## config.mk

```make
export PLATFORM = sky130hd
export DESIGN_NAME = cmult_twiddle_pipe_flat
export DESIGN_NICKNAME = d
export VERILOG_FILES = /design/src/rtl/cmult_twiddle_pipe_if.sv /design/src/rtl/cmult_twiddle_pipe.sv /design/src/flat_wrapper.sv
export SDC_FILE = /design/constraint.sdc
export NUM_CORES = 2
export LEC_CHECK = 0
export ABC_AREA = 1
export CELL_PAD_IN_SITES_DETAIL_PLACEMENT = 1
export CELL_PAD_IN_SITES_GLOBAL_PLACEMENT = 1
export CORE_ASPECT_RATIO = 1.1
export CORE_UTILIZATION = 43
export DETAILED_ROUTE_END_ITERATION = 8
export PLACE_DENSITY = 0.88
export SKIP_CTS_REPAIR_TIMING = 1
export SLEW_MARGIN = 5
export SYNTH_ARGS = -nofsm -noshare
export SYNTH_HDL_FRONTEND = slang
export SYNTH_SLANG_ARGS = --single-unit
```

## constraint.sdc

```tcl
create_clock -name clk -period 4.37 [get_ports clk]
set_clock_uncertainty 0.15 [all_clocks]
set_input_delay 0.874 -clock clk [delete_from_list [all_inputs] [get_ports clk]]
set_output_delay 0.874 -clock clk [all_outputs]
set_load 0.02 [all_outputs]
```

## src/rtl/cmult_twiddle_pipe_if.sv

```systemverilog
// ============================================================================
// Module      : cmult_twiddle_pipe_if
// Description : Input/output handshake and saturation-counter bundle for
//               the twiddle complex multiplier.
// Revision    : 1.0 - initial release
// ============================================================================
`default_nettype none

interface cmult_twiddle_pipe_if #(
    parameter int DATA_W = 17,
    parameter int COEF_W = 8,
    parameter int CNT_W  = 16
);
    logic              in_valid;
    logic              in_ready;
    logic [DATA_W-1:0] in_re;
    logic [DATA_W-1:0] in_im;
    logic [COEF_W-1:0] tw_re;
    logic [COEF_W-1:0] tw_im;
    logic              out_valid;
    logic              out_ready;
    logic [DATA_W-1:0] out_re;
    logic [DATA_W-1:0] out_im;
    logic              out_sat;
    logic              sat_clr;
    logic [CNT_W-1:0]  sat_cnt;

    modport master (
        output in_valid, in_re, in_im, tw_re, tw_im, out_ready, sat_clr,
        input  in_ready, out_valid, out_re, out_im, out_sat, sat_cnt
    );

    modport slave (
        input  in_valid, in_re, in_im, tw_re, tw_im, out_ready, sat_clr,
        output in_ready, out_valid, out_re, out_im, out_sat, sat_cnt
    );
endinterface

`default_nettype wire

```

## src/rtl/cmult_twiddle_pipe.sv

```systemverilog
// ============================================================================
// Module      : cmult_twiddle_pipe
// Description : 4-stage two's complement complex multiplier (data x twiddle)
//               with scaling, saturation, full-pipeline stall and a sticky
//               saturation counter. Define CMULT_ROUND_NEAREST_EN for
//               round-half-up instead of floor.
// Revision    : 1.0 - initial release
// ============================================================================
`default_nettype none

module cmult_twiddle_pipe #(
    parameter int DATA_W = 17,
    parameter int COEF_W = 8,
    parameter int FRAC_W = 7,
    parameter int CNT_W  = 16
) (
    input  logic                 clk,
    input  logic                 rst_n,
    cmult_twiddle_pipe_if.slave  bus
);

    localparam int c_PW = DATA_W + COEF_W;
    localparam int c_SW = c_PW + 1;
    localparam logic signed [c_SW-1:0] c_MAX = {{(c_SW-DATA_W+1){1'b0}}, {(DATA_W-1){1'b1}}};
    localparam logic signed [c_SW-1:0] c_MIN = {{(c_SW-DATA_W+1){1'b1}}, {(DATA_W-1){1'b0}}};
    localparam logic [CNT_W-1:0]       c_CNT_MAX = {CNT_W{1'b1}};

    logic                     w_stall;
    logic                     r_s1_valid, r_s2_valid, r_s3_valid, r_s4_valid;
    logic signed [DATA_W-1:0] r_s1_re, r_s1_im;
    logic signed [COEF_W-1:0] r_s1_wr, r_s1_wi;
    logic signed [c_PW-1:0]   w_ar, w_ai, w_wr, w_wi;
    logic signed [c_PW-1:0]   r_p_rr, r_p_ii, r_p_ri, r_p_ir;
    logic signed [c_SW-1:0]   r_s3_re, r_s3_im;
    logic signed [c_SW-1:0]   w_rnd_re, w_rnd_im, w_sh_re, w_sh_im;
    logic [DATA_W-1:0]        w_q_re, w_q_im;
    logic                     w_sat_re, w_sat_im;
    logic [DATA_W-1:0]        r_out_re, r_out_im;
    logic                     r_out_sat;
    logic [CNT_W-1:0]         r_sat_cnt;

    // Any result waiting downstream freezes the entire pipeline
    assign w_stall      = r_s4_valid & ~bus.out_ready;
    assign bus.in_ready = ~w_stall;

    assign w_ar = {{COEF_W{r_s1_re[DATA_W-1]}}, r_s1_re};
    assign w_ai = {{COEF_W{r_s1_im[DATA_W-1]}}, r_s1_im};
    assign w_wr = {{DATA_W{r_s1_wr[COEF_W-1]}}, r_s1_wr};
    assign w_wi = {{DATA_W{r_s1_wi[COEF_W-1]}}, r_s1_wi};

`ifdef CMULT_ROUND_NEAREST_EN
    localparam logic [c_SW-1:0] c_HALF = {{(c_SW-1){1'b0}}, 1'b1} << (FRAC_W-1);
    assign w_rnd_re = r_s3_re + c_HALF;
    assign w_rnd_im = r_s3_im + c_HALF;
`else
    assign w_rnd_re = r_s3_re;
    assign w_rnd_im = r_s3_im;
`endif

    assign w_sh_re = w_rnd_re >>> FRAC_W;
    assign w_sh_im = w_rnd_im >>> FRAC_W;

    // Returns {saturated, clamped value}
    function automatic logic [DATA_W:0] clamp(input logic signed [c_SW-1:0] v);
        if (v > c_MAX)
            clamp = {1'b1, c_MAX[DATA_W-1:0]};
        else if (v < c_MIN)
            clamp = {1'b1, c_MIN[DATA_W-1:0]};
        else
            clamp = {1'b0, v[DATA_W-1:0]};
    endfunction

    assign {w_sat_re, w_q_re} = clamp(w_sh_re);
    assign {w_sat_im, w_q_im} = clamp(w_sh_im);

    always_ff @(posedge clk or negedge rst_n) begin
        if (!rst_n) begin
            r_s1_valid <= 1'b0;
            r_s2_valid <= 1'b0;
            r_s3_valid <= 1'b0;
            r_s4_valid <= 1'b0;
            r_s1_re    <= '0;
            r_s1_im    <= '0;
            r_s1_wr    <= '0;
            r_s1_wi    <= '0;
            r_p_rr     <= '0;
            r_p_ii     <= '0;
            r_p_ri     <= '0;
            r_p_ir     <= '0;
            r_s3_re    <= '0;
            r_s3_im    <= '0;
            r_out_re   <= '0;
            r_out_im   <= '0;
            r_out_sat  <= 1'b0;
        end else if (!w_stall) begin
            r_s1_valid <= bus.in_valid;
            r_s1_re    <= bus.in_re;
            r_s1_im    <= bus.in_im;
            r_s1_wr    <= bus.tw_re;
            r_s1_wi    <= bus.tw_im;

            r_s2_valid <= r_s1_valid;
            r_p_rr     <= w_ar * w_wr;
            r_p_ii     <= w_ai * w_wi;
            r_p_ri     <= w_ar * w_wi;
            r_p_ir     <= w_ai * w_wr;

            // One guard bit makes the sums overflow-free
            r_s3_valid <= r_s2_valid;
            r_s3_re    <= {r_p_rr[c_PW-1], r_p_rr} - {r_p_ii[c_PW-1], r_p_ii};
            r_s3_im    <= {r_p_ri[c_PW-1], r_p_ri} + {r_p_ir[c_PW-1], r_p_ir};

            r_s4_valid <= r_s3_valid;
            r_out_re   <= w_q_re;
            r_out_im   <= w_q_im;
            r_out_sat  <= w_sat_re | w_sat_im;
        end
    end

    always_ff @(posedge clk or negedge rst_n) begin
        if (!rst_n)
            r_sat_cnt <= '0;
        else if (bus.sat_clr)
            r_sat_cnt <= '0;
        else if (r_s4_valid && bus.out_ready && r_out_sat && (r_sat_cnt != c_CNT_MAX))
            r_sat_cnt <= r_sat_cnt + CNT_W'(1);
    end

    assign bus.out_valid = r_s4_valid;
    assign bus.out_re    = r_out_re;
    assign bus.out_im    = r_out_im;
    assign bus.out_sat   = r_out_sat;
    assign bus.sat_cnt   = r_sat_cnt;

endmodule

`default_nettype wire

```

## src/flat_wrapper.sv

```systemverilog
// flat-port wrapper written by rule: the top's interface ports become plain ports
module cmult_twiddle_pipe_flat 
#(
    parameter int DATA_W = 17,
    parameter int COEF_W = 8,
    parameter int FRAC_W = 7,
    parameter int CNT_W  = 16
)
  (clk, rst_n, bus_in_valid, bus_in_re, bus_in_im, bus_tw_re, bus_tw_im, bus_out_ready, bus_sat_clr, bus_in_ready, bus_out_valid, bus_out_re, bus_out_im, bus_out_sat, bus_sat_cnt);
  cmult_twiddle_pipe_if #(.DATA_W(DATA_W), .COEF_W(COEF_W), .CNT_W(CNT_W)) bus_i ();
  input  logic clk;
  input  logic rst_n;
  input wire logic [$bits(bus_i.in_valid)-1:0] bus_in_valid;
  input wire logic [$bits(bus_i.in_re)-1:0] bus_in_re;
  input wire logic [$bits(bus_i.in_im)-1:0] bus_in_im;
  input wire logic [$bits(bus_i.tw_re)-1:0] bus_tw_re;
  input wire logic [$bits(bus_i.tw_im)-1:0] bus_tw_im;
  input wire logic [$bits(bus_i.out_ready)-1:0] bus_out_ready;
  input wire logic [$bits(bus_i.sat_clr)-1:0] bus_sat_clr;
  output wire logic [$bits(bus_i.in_ready)-1:0] bus_in_ready;
  output wire logic [$bits(bus_i.out_valid)-1:0] bus_out_valid;
  output wire logic [$bits(bus_i.out_re)-1:0] bus_out_re;
  output wire logic [$bits(bus_i.out_im)-1:0] bus_out_im;
  output wire logic [$bits(bus_i.out_sat)-1:0] bus_out_sat;
  output wire logic [$bits(bus_i.sat_cnt)-1:0] bus_sat_cnt;
  assign bus_i.in_valid = bus_in_valid;
  assign bus_i.in_re = bus_in_re;
  assign bus_i.in_im = bus_in_im;
  assign bus_i.tw_re = bus_tw_re;
  assign bus_i.tw_im = bus_tw_im;
  assign bus_i.out_ready = bus_out_ready;
  assign bus_i.sat_clr = bus_sat_clr;
  assign bus_in_ready = bus_i.in_ready;
  assign bus_out_valid = bus_i.out_valid;
  assign bus_out_re = bus_i.out_re;
  assign bus_out_im = bus_i.out_im;
  assign bus_out_sat = bus_i.out_sat;
  assign bus_sat_cnt = bus_i.sat_cnt;
  cmult_twiddle_pipe #(.DATA_W(DATA_W), .COEF_W(COEF_W), .FRAC_W(FRAC_W), .CNT_W(CNT_W)) u_core (.clk(clk), .rst_n(rst_n), .bus(bus_i));
endmodule
```

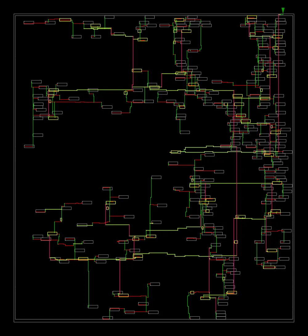
final_clocks.png
clkbuf count: 46
clk_lat worst skew: 610 ps
Sinks on Clock Net: 243
Inserted Clock Buffers: 35

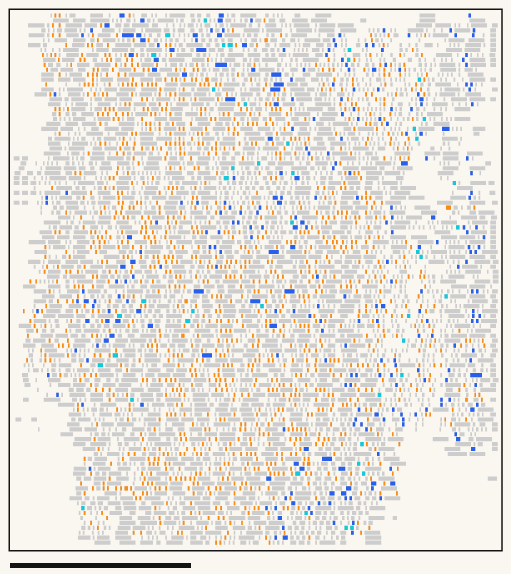
gate_families.png
Scale bar: 100 µm.
| colour | family | cells | most used |
|---|---|---|---|
| orange | inverters | 1261 | inv_1 |
| cyan | AND and OR gates | 44 | or2_2 |
| blue | inverting AOI/OAI gates | 291 | o21ai_0 |
Top cell excl fill/tap: nand2_1
fin cells: 6452
Comb/total area: 57.48%

==> reports/qor.csv <==
stage,metric,value,unit
cells_and_area,finalInstanceArea,43700,µm²
worst_setup_path,path_cells,buf_4 > nand2_1 > inv_1 > fa_2 > fa_2 > fa_1 > inv_1 > fa_1 > inv_1 > ha_4 > buf_4 > nand2_4 > nor2_4 > buf_4 > nand4_1 > nand4_1 > nand3_2 > nand2_1,
worst_setup_path,path_buffers,6,
logic_synthesis,synth_area,34290,µm²
logic_synthesis,synthTopCellsByCount,"1603 x nand2_1, 1246 x inv_1, 436 x fa_1",
worst_setup_path,critical_path_required,4710,ps
clock_network,htree_num_levels,2,
grt,antenna_found_initial,10,
logic_synthesis,ys_sh_adder,34.10,%
place,place_hpwl,103500,µm
logic_synthesis,topCellsByArea,"fa_1 25%, dfrtp_1 18%, nand2_1 18%",
sta,layout_setup_ws,-1290,ps
logic_synthesis,yosys.area.top_type,fa_1,
outcome,violations,setup timing,
drt,first_iter_violations,3804,
logic_synthesis,top_cell_area_share,25.45,%
logic_synthesis,ys_cells,4947,
drt,wl,179700,µm
cells_and_area,nets,6098,
flow_run,max_cap_violations,0,
grt,grtUsageTotal,32.95,%
floorplan,initial_core_util,43.46,%
sta,tightest_slew,1069,ps
drt,wl_per_cell,27.85,µm
clock_network,cts_tree,built,
drt,route.met2.wl,79690,µm
outcome,status,"finished, violations left",
sta,setup_viol_count_final,71,
sta,drv_slew,0,
cells_and_area,drive_gt1_share,19.35,%
grt,use_met3,5.352,%
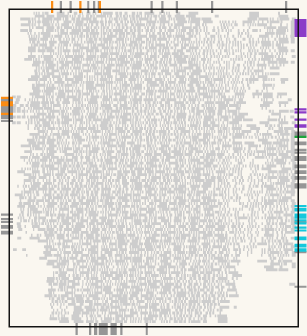
pins.png
Pins as bars across the die edge, other pins in grey.
| colour | port | pins | direction | edge |
|---|---|---|---|---|
| green | bus_out_valid | 1 | output | right |
| purple | bus_out_im | 17 | output | right |
| cyan | bus_sat_cnt | 16 | output | right |
| orange | bus_tw_im | 8 | input | 5 left, 3 top |

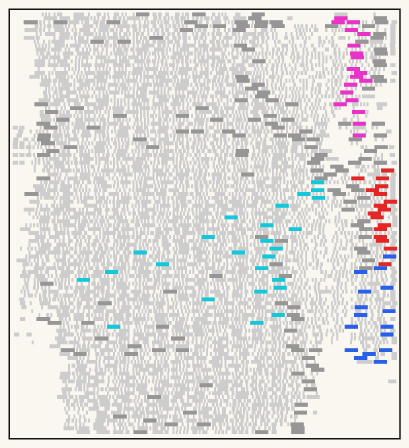
registers.png
Other sequential cells in the stronger grey, the rest of the logic in the fainter grey.
| colour | netlist name | placed flops |
|---|---|---|
| magenta | u_core.r_s3_im | 19 |
| cyan | u_core.r_p_rr | 25 |
| blue | u_core.bus.sat_cnt | 16 |
| red | u_core.bus.out_re | 17 |
not coloured: 166

-- per-stage QoR --
step           worst slack [ps]  hold slack [ps]  util, %
2_1_floorplan            -25.50            290.0        -
3_3_place_gp             -275.4            305.4    49.78
3_5_place_dp             -532.5            307.5    49.78
4_1_cts                  -602.6            242.6    51.23
5_1_grt                   -1180            249.1    55.34
6_report                  -1290            168.9    55.37
-- cell type report --
type	instances	area share, %
multi-input cells	3265	57.48
repair buffers	564	11.96
diodes	12	0.06872
flip-flops and latches	243	14.00
inverters	1261	10.88
clock inverters	16	0.3837
well taps	1045	2.992
clock buffers	46	2.239
-- state kept, by name, indices dropped and copies added, names as in the netlist, 16 cells and up --
name and count:
u_core.r_p_ir 25, u_core.bus.out_re 17, u_core.r_s3_re 19, u_core.r_s1_re 17
u_core.r_s1_im 17, u_core.bus.out_im 17, u_core.r_p_rr 25, u_core.r_p_ii 25
u_core.bus.sat_cnt 16, u_core.r_p_ri 25, u_core.r_s3_im 19
-- final timing paths --
path / start / end / slack, ps / cells past startpoint
min reg2reg: u_core.r_s3_valid$_DFFE_PN0N_ / u_core.bus.out_valid$_DFFE_PN0N_ / 320 / 1
max in group asynchronous: rst_n / u_core.r_s1_re[3]$_DFFE_PN0N_ / 2880 / 2
min in group clk: u_core.r_s3_valid$_DFFE_PN0N_ / u_core.bus.out_valid$_DFFE_PN0N_ / 320 / 1
max reg2reg: u_core.r_s1_re[5]$_DFFE_PN0N_ / u_core.r_p_rr[23]$_DFFE_PN0N_ / -1290 / 18
max: u_core.r_s1_re[5]$_DFFE_PN0N_ / u_core.r_p_rr[23]$_DFFE_PN0N_ / -1290 / 18
min: rst_n / u_core.bus.sat_cnt[10]$_DFFE_PN0P_ / 170 / 1
